Clock distribution:
Scale bar: 20 um.
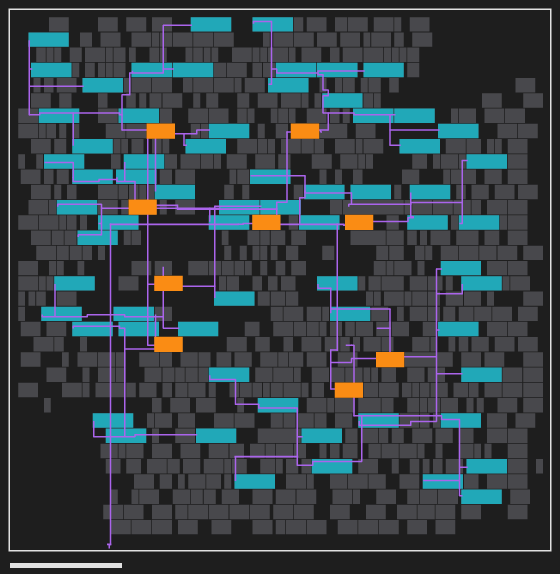
The clock network:
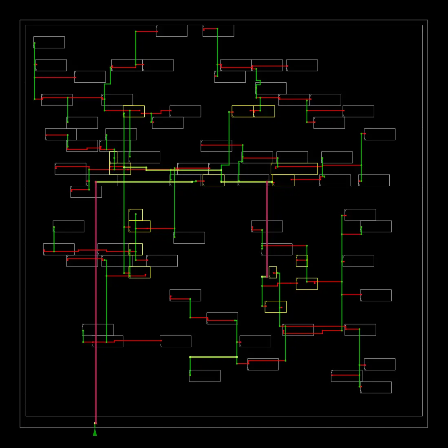
==> config.mk <==
export PLATFORM = sky130hd
export DESIGN_NAME = fetch_unit_flat
export DESIGN_NICKNAME = d
export VERILOG_FILES = /design/src/rtl/fetch_pkg.sv /design/src/rtl/fetch_unit_if.sv /design/src/rtl/pc_gen.sv /design/src/rtl/fetch_unit.sv /design/src/flat_wrapper.sv
export SDC_FILE = /design/constraint.sdc
export NUM_CORES = 1
export LEC_CHECK = 0
export ABC_CLOCK_PERIOD_IN_PS = 4300
export CAP_MARGIN = 15
export CORE_UTILIZATION = 44
export DETAILED_ROUTE_END_ITERATION = 7
export MAX_ROUTING_LAYER = met4
export PLACE_DENSITY = 0.88
export SLEW_MARGIN = 10
export SYNTH_ARGS = -nofsm -noshare
export SYNTH_HDL_FRONTEND = slang
export SYNTH_SLANG_ARGS = --single-unit
==> constraint.sdc <==
create_clock -name clk -period 4.3 [get_ports clk]
set_clock_uncertainty 0.15 [all_clocks]
set_input_delay 1.075 -clock clk [delete_from_list [all_inputs] [get_ports clk]]
set_output_delay 1.075 -clock clk [all_outputs]
set_load 0.03 [all_outputs]
==> src/rtl/fetch_pkg.sv <==
// Shared definitions for the instruction-fetch stage: FSM encoding, PC width and
// the reset/bubble constants.
package fetch_pkg;
  localparam int unsigned PC_W = 32;

  localparam logic [PC_W-1:0] RESET_PC  = 32'h0000_0000;
  localparam logic [31:0]     NOP_INSTR = 32'h0000_0013;

  localparam logic [1:0] S_REQ   = 2'd0;
  localparam logic [1:0] S_WAIT  = 2'd1;
  localparam logic [1:0] S_HOLD  = 2'd2;
  localparam logic [1:0] S_FAULT = 2'd3;
endpackage

==> src/rtl/fetch_unit_if.sv <==
// Instruction-memory req/gnt/rvalid bus between the fetch stage (master) and
// instruction memory (slave). At most one request is outstanding.
interface fetch_unit_if;
  import fetch_pkg::*;

  logic            imem_req;
  logic [PC_W-1:0] imem_addr;
  logic            imem_gnt;
  logic            imem_rvalid;
  logic [31:0]     imem_rdata;

  modport master (
    output imem_req, imem_addr,
    input  imem_gnt, imem_rvalid, imem_rdata
  );

  modport slave (
    input  imem_req, imem_addr,
    output imem_gnt, imem_rvalid, imem_rdata
  );
endinterface

==> src/rtl/pc_gen.sv <==
// Next-PC selection for the fetch stage: reset, redirect, sequential +4 or hold.
module pc_gen
  import fetch_pkg::*;
(
  input  logic            rst,
  input  logic            redirect,
  input  logic            advance,
  input  logic [PC_W-1:0] target,
  input  logic [PC_W-1:0] pc,
  output logic [PC_W-1:0] pc_next,
  output logic [PC_W-1:0] pc_plus4
);
  assign pc_plus4 = pc + PC_W'(4);

  always_comb begin
    if (rst) begin
      pc_next = RESET_PC;
    end else if (redirect) begin
      pc_next = target;
    end else if (advance) begin
      pc_next = pc_plus4;
    end else begin
      pc_next = pc;
    end
  end
endmodule

==> src/rtl/fetch_unit.sv <==
// Instruction-fetch stage: owns the fetch PC, talks to instruction memory and feeds IF/ID.
// Define FETCH_ALIGN_CHECK_EN to trap misaligned redirect targets in S_FAULT.
module fetch_unit
  import fetch_pkg::*;
(
  input  logic              clk,
  input  logic              rst,
  input  logic              stallf,
  input  logic              pcsrce,
  input  logic [PC_W-1:0]   pctargete,
  fetch_unit_if.master      imem,
  output logic [31:0]       rdf,
  output logic [PC_W-1:0]   pcf,
  output logic [PC_W-1:0]   pcplus4f,
  output logic              validf,
  output logic              fetch_misalign
);
  logic [1:0]      state, state_d;
  logic [PC_W-1:0] pc_q, pc_d, pc_plus4, target;
  logic [31:0]     instr_q, instr_d;
  logic            valid_q, valid_d, drop_q, drop_d;
  logic            advance, misaligned, pc_misaligned;

`ifdef FETCH_ALIGN_CHECK_EN
  assign target         = pctargete;
  assign misaligned     = pcsrce && (pctargete[1:0] != 2'b00);
  assign pc_misaligned  = pc_q[1:0] != 2'b00;
  assign fetch_misalign = state == S_FAULT;
`else
  logic unused_tgt_lsb;
  assign unused_tgt_lsb = ^pctargete[1:0];
  assign target         = {pctargete[PC_W-1:2], 2'b00};
  assign misaligned     = 1'b0;
  assign pc_misaligned  = 1'b0;
  assign fetch_misalign = 1'b0;
`endif

  assign advance = (state == S_HOLD) && !stallf && !pcsrce;

  pc_gen u_pc_gen (
    .rst      (rst),
    .redirect (pcsrce),
    .advance  (advance),
    .target   (target),
    .pc       (pc_q),
    .pc_next  (pc_d),
    .pc_plus4 (pc_plus4)
  );

  always_comb begin
    state_d = state;
    instr_d = instr_q;
    valid_d = valid_q;
    drop_d  = drop_q;
    unique case (state)
      S_REQ: begin
        if (imem.imem_gnt) begin
          state_d = S_WAIT;
          drop_d  = pcsrce;
        end else if (misaligned) begin
          state_d = S_FAULT;
        end
        if (pcsrce) valid_d = 1'b0;
      end
      S_WAIT: begin
        if (imem.imem_rvalid) begin
          if (drop_q || pcsrce) begin
            // Stale response drained; a pending misaligned target faults only now.
            drop_d  = 1'b0;
            state_d = (pcsrce ? misaligned : pc_misaligned) ? S_FAULT : S_REQ;
          end else begin
            instr_d = imem.imem_rdata;
            valid_d = 1'b1;
            state_d = S_HOLD;
          end
        end else if (pcsrce) begin
          drop_d = 1'b1;
        end
        if (pcsrce) valid_d = 1'b0;
      end
      S_HOLD: begin
        if (pcsrce) begin
          valid_d = 1'b0;
          state_d = misaligned ? S_FAULT : S_REQ;
        end else if (!stallf) begin
          valid_d = 1'b0;
          state_d = S_REQ;
        end
      end
`ifdef FETCH_ALIGN_CHECK_EN
      S_FAULT: begin
        if (pcsrce && !misaligned) state_d = S_REQ;
      end
`endif
      default: state_d = S_REQ;
    endcase
  end

  always_ff @(posedge clk) begin
    if (rst) begin
      state   <= S_REQ;
      pc_q    <= RESET_PC;
      instr_q <= '0;
      valid_q <= 1'b0;
      drop_q  <= 1'b0;
    end else begin
      state   <= state_d;
      pc_q    <= pc_d;
      instr_q <= instr_d;
      valid_q <= valid_d;
      drop_q  <= drop_d;
    end
  end

  assign imem.imem_req  = (state == S_REQ) && !rst;
  assign imem.imem_addr = pc_q;

  assign rdf      = valid_q ? instr_q : NOP_INSTR;
  assign pcf      = pc_q;
  assign pcplus4f = pc_plus4;
  assign validf   = valid_q;
endmodule

==> src/flat_wrapper.sv <==
// flat-port wrapper written by rule: the top's interface ports become plain ports
module fetch_unit_flat import fetch_pkg::*;
  (clk, rst, stallf, pcsrce, pctargete, rdf, pcf, pcplus4f, validf, fetch_misalign, imem_imem_req, imem_imem_addr, imem_imem_gnt, imem_imem_rvalid, imem_imem_rdata);
  fetch_unit_if imem_i ();
  input  logic clk;
  input  logic rst;
  input  logic stallf;
  input  logic pcsrce;
  input  logic [PC_W-1:0] pctargete;
  output logic [31:0] rdf;
  output logic [PC_W-1:0] pcf;
  output logic [PC_W-1:0] pcplus4f;
  output logic validf;
  output logic fetch_misalign;
  output wire logic [$bits(imem_i.imem_req)-1:0] imem_imem_req;
  output wire logic [$bits(imem_i.imem_addr)-1:0] imem_imem_addr;
  input wire logic [$bits(imem_i.imem_gnt)-1:0] imem_imem_gnt;
  input wire logic [$bits(imem_i.imem_rvalid)-1:0] imem_imem_rvalid;
  input wire logic [$bits(imem_i.imem_rdata)-1:0] imem_imem_rdata;
  assign imem_imem_req = imem_i.imem_req;
  assign imem_imem_addr = imem_i.imem_addr;
  assign imem_i.imem_gnt = imem_imem_gnt;
  assign imem_i.imem_rvalid = imem_imem_rvalid;
  assign imem_i.imem_rdata = imem_imem_rdata;
  fetch_unit u_core (.clk(clk), .rst(rst), .stallf(stallf), .pcsrce(pcsrce), .pctargete(pctargete), .imem(imem_i), .rdf(rdf), .pcf(pcf), .pcplus4f(pcplus4f), .validf(validf), .fetch_misalign(fetch_misalign));
endmodule
==> out/metrics.cfg <==
[outcome]
status = finished, final reports clean

[grt]
grt_pass1_wl_um = 18300
grt_max_degree = 67
gr-total-overflow = 0
grt_usage = 0.263

[clock_tree]
cts_root_buf = clkbuf_8
cts_resized = 0
path_clk_slew_ns = 0.08
clock_sinks = 66

[timing]
slew_headroom = 0.324
fin_crit_ns = 4.06
finalClockPeriodUsage = 0.944
hold_viol_final = 0
maxSlewViolCount = 0
worst_pin_slew_ns = 1.01

[finish]
mostFrequentLayoutCell = clkdlybuf4s50_1
logic_area_mm2 = 0.00218
lay_top_cells = clkdlybuf4s50_1, nand2_1, dfxtp_1

[power]
ir_drop_uv = 213

[worst_setup_path]
reg2reg_from = u_core.state[1]
critPathArrivalTime_ns = 2.84
rr_worst_depth = 5
worstPathRequired_ns = 3.07
worstSetupStartpoint = u_core.imem.imem_addr[4]

[synthesis]
avgSynthCellArea_um2 = 7.64
netlist_instances = 513
async_flop_share = 0
edf_count = 0
ys_cells = 513
ys_types = 51

[floorplanning]
design.core.area_mm2 = 0.00868
num_rows = 34
die_h_um = 96.4
initCoreUtil = 0.452

[routing]
drt_wl_total_um = 12300
drt_first_pass_iters = 5

[run]
cap_violations = 0
openroad.warnings = 28

About 'clock distribution':
- flip-flops: cyan (count 66)
- clock drivers: orange (count 9)
- clock wires: purple (length 916 um)
- flops lie: spread over the die
- routed clock nets: 10

About 'the clock network':
clk pwr: 541 uW
Flop Count: 66
CLK BUF: 10
worst skew pair latency: 0.34 ns
CTS Buf Count: 9

-- power by group --
group | total [mW] | internal [mW] | switching (mW)
registers | 0.687 | 0.640 | 0.0475
clock network | 0.541 | 0.285 | 0.256
logic | 0.424 | 0.194 | 0.229
total | 1.65 | 1.12 | 0.533
-- Yosys cell counts, types with 2 or more instances --
cell,n,area (um2)
a2111oi_0,4,35.0
nand2b_1,5,31.3
nor2b_1,3,18.8
buf_2,6,30.0
buf_4,37,278
nor3b_1,2,15.0
xor2_1,19,166
a311oi_1,3,26.3
nand4_1,14,87.6
nor4_1,7,43.8
or3_1,2,12.5
a21oi_1,42,210
and2_0,2,12.5
nor2_1,40,150
nand2_1,90,338
clkbuf_1,23,86.3
nor3_1,11,55.1
dfxtp_1,66,1320
and2_1,35,219
and4_1,4,35.0
clkbuf_2,2,10.0
o21ai_0,2,10.0
a211oi_1,15,113
buf_1,2,7.51
inv_1,9,33.8
nand3_1,12,60.1
and3_1,7,43.8
xnor2_1,26,228
-- sequential cells by signal (all words and copies together), names as in the netlist --
name and cells:
u_core.instr_q 32, u_core.imem.imem_addr 30, u_core.state 2, u_core.drop_q 1
u_core.validf 1
-- how the worst min path moves through the flow --
stage | end | slack (ns) | cells after the start
floorplan | u_core.instr_q[0] | 0.28 | 2
global placement | u_core.instr_q[19] | 0.29 | 2
detailed placement | u_core.instr_q[17] | 0.29 | 2
CTS | u_core.instr_q[17] | 0.30 | 2
global route | u_core.instr_q[17] | 0.32 | 2
finish | u_core.instr_q[17] | 0.30 | 2
-- metal layers --
metal,global-route usage,vias to the layer above,part of all wire
met2,0.428,229,0.49
met1,0.305,1982,0.39
met3,0.0501,42,0.080
met5,-,-,0
li1,-,1997,-
met4,0.150,0,0.038
-- metrics by stage --
stage,cells,cell area (um2),setup WS (ns),hold WS [ns],util
floorplan,519,3940,0.706,0.281,-
global placement,759,5660,0.563,0.287,0.652
detailed placement,759,5660,0.481,0.292,0.652
CTS,775,5860,0.0860,0.303,0.675
global route,776,5870,0.0659,0.318,0.676
finish,776,5870,0.239,0.302,0.676
-- cell families after synthesis --
group	share of synthesized area
adders and majority gates	0.00319
and+or+nand+nor	0.322
buffers and inverters	0.114
DFF	0.337
other	0.000956
xor gates and xnor gates	0.101
AOI/OAI and AO/OA	0.123
-- repair_timing --
item,CTS,global route
endpoints found under the setup margin,0,3
hold buffers,0,0
buffers inserted,0,1
-- critical path: stages, from the launching register on --
cell,delay [ns]
dfxtp_1,0.49
and4_4,0.33
nand3_4,0.16
or4b_1,0.57
xor2_1,0.18
inv_1,0.07
clkdlybuf4s50_1,0.69
-- layout make-up --
| cell class | count | area share |
|---|---|---|
| Multi-Input combinational cell | 374 | 0.371 |
| Clock inverter | 6 | 0.0111 |
| Sequential cell | 66 | 0.225 |
| Clock buffer | 10 | 0.0235 |
| Inverter | 9 | 0.00576 |
| Tap cell | 108 | 0.0230 |
| Timing Repair Buffer | 203 | 0.340 |
No activity file was given, so power comes from the tool's default toggle rates.
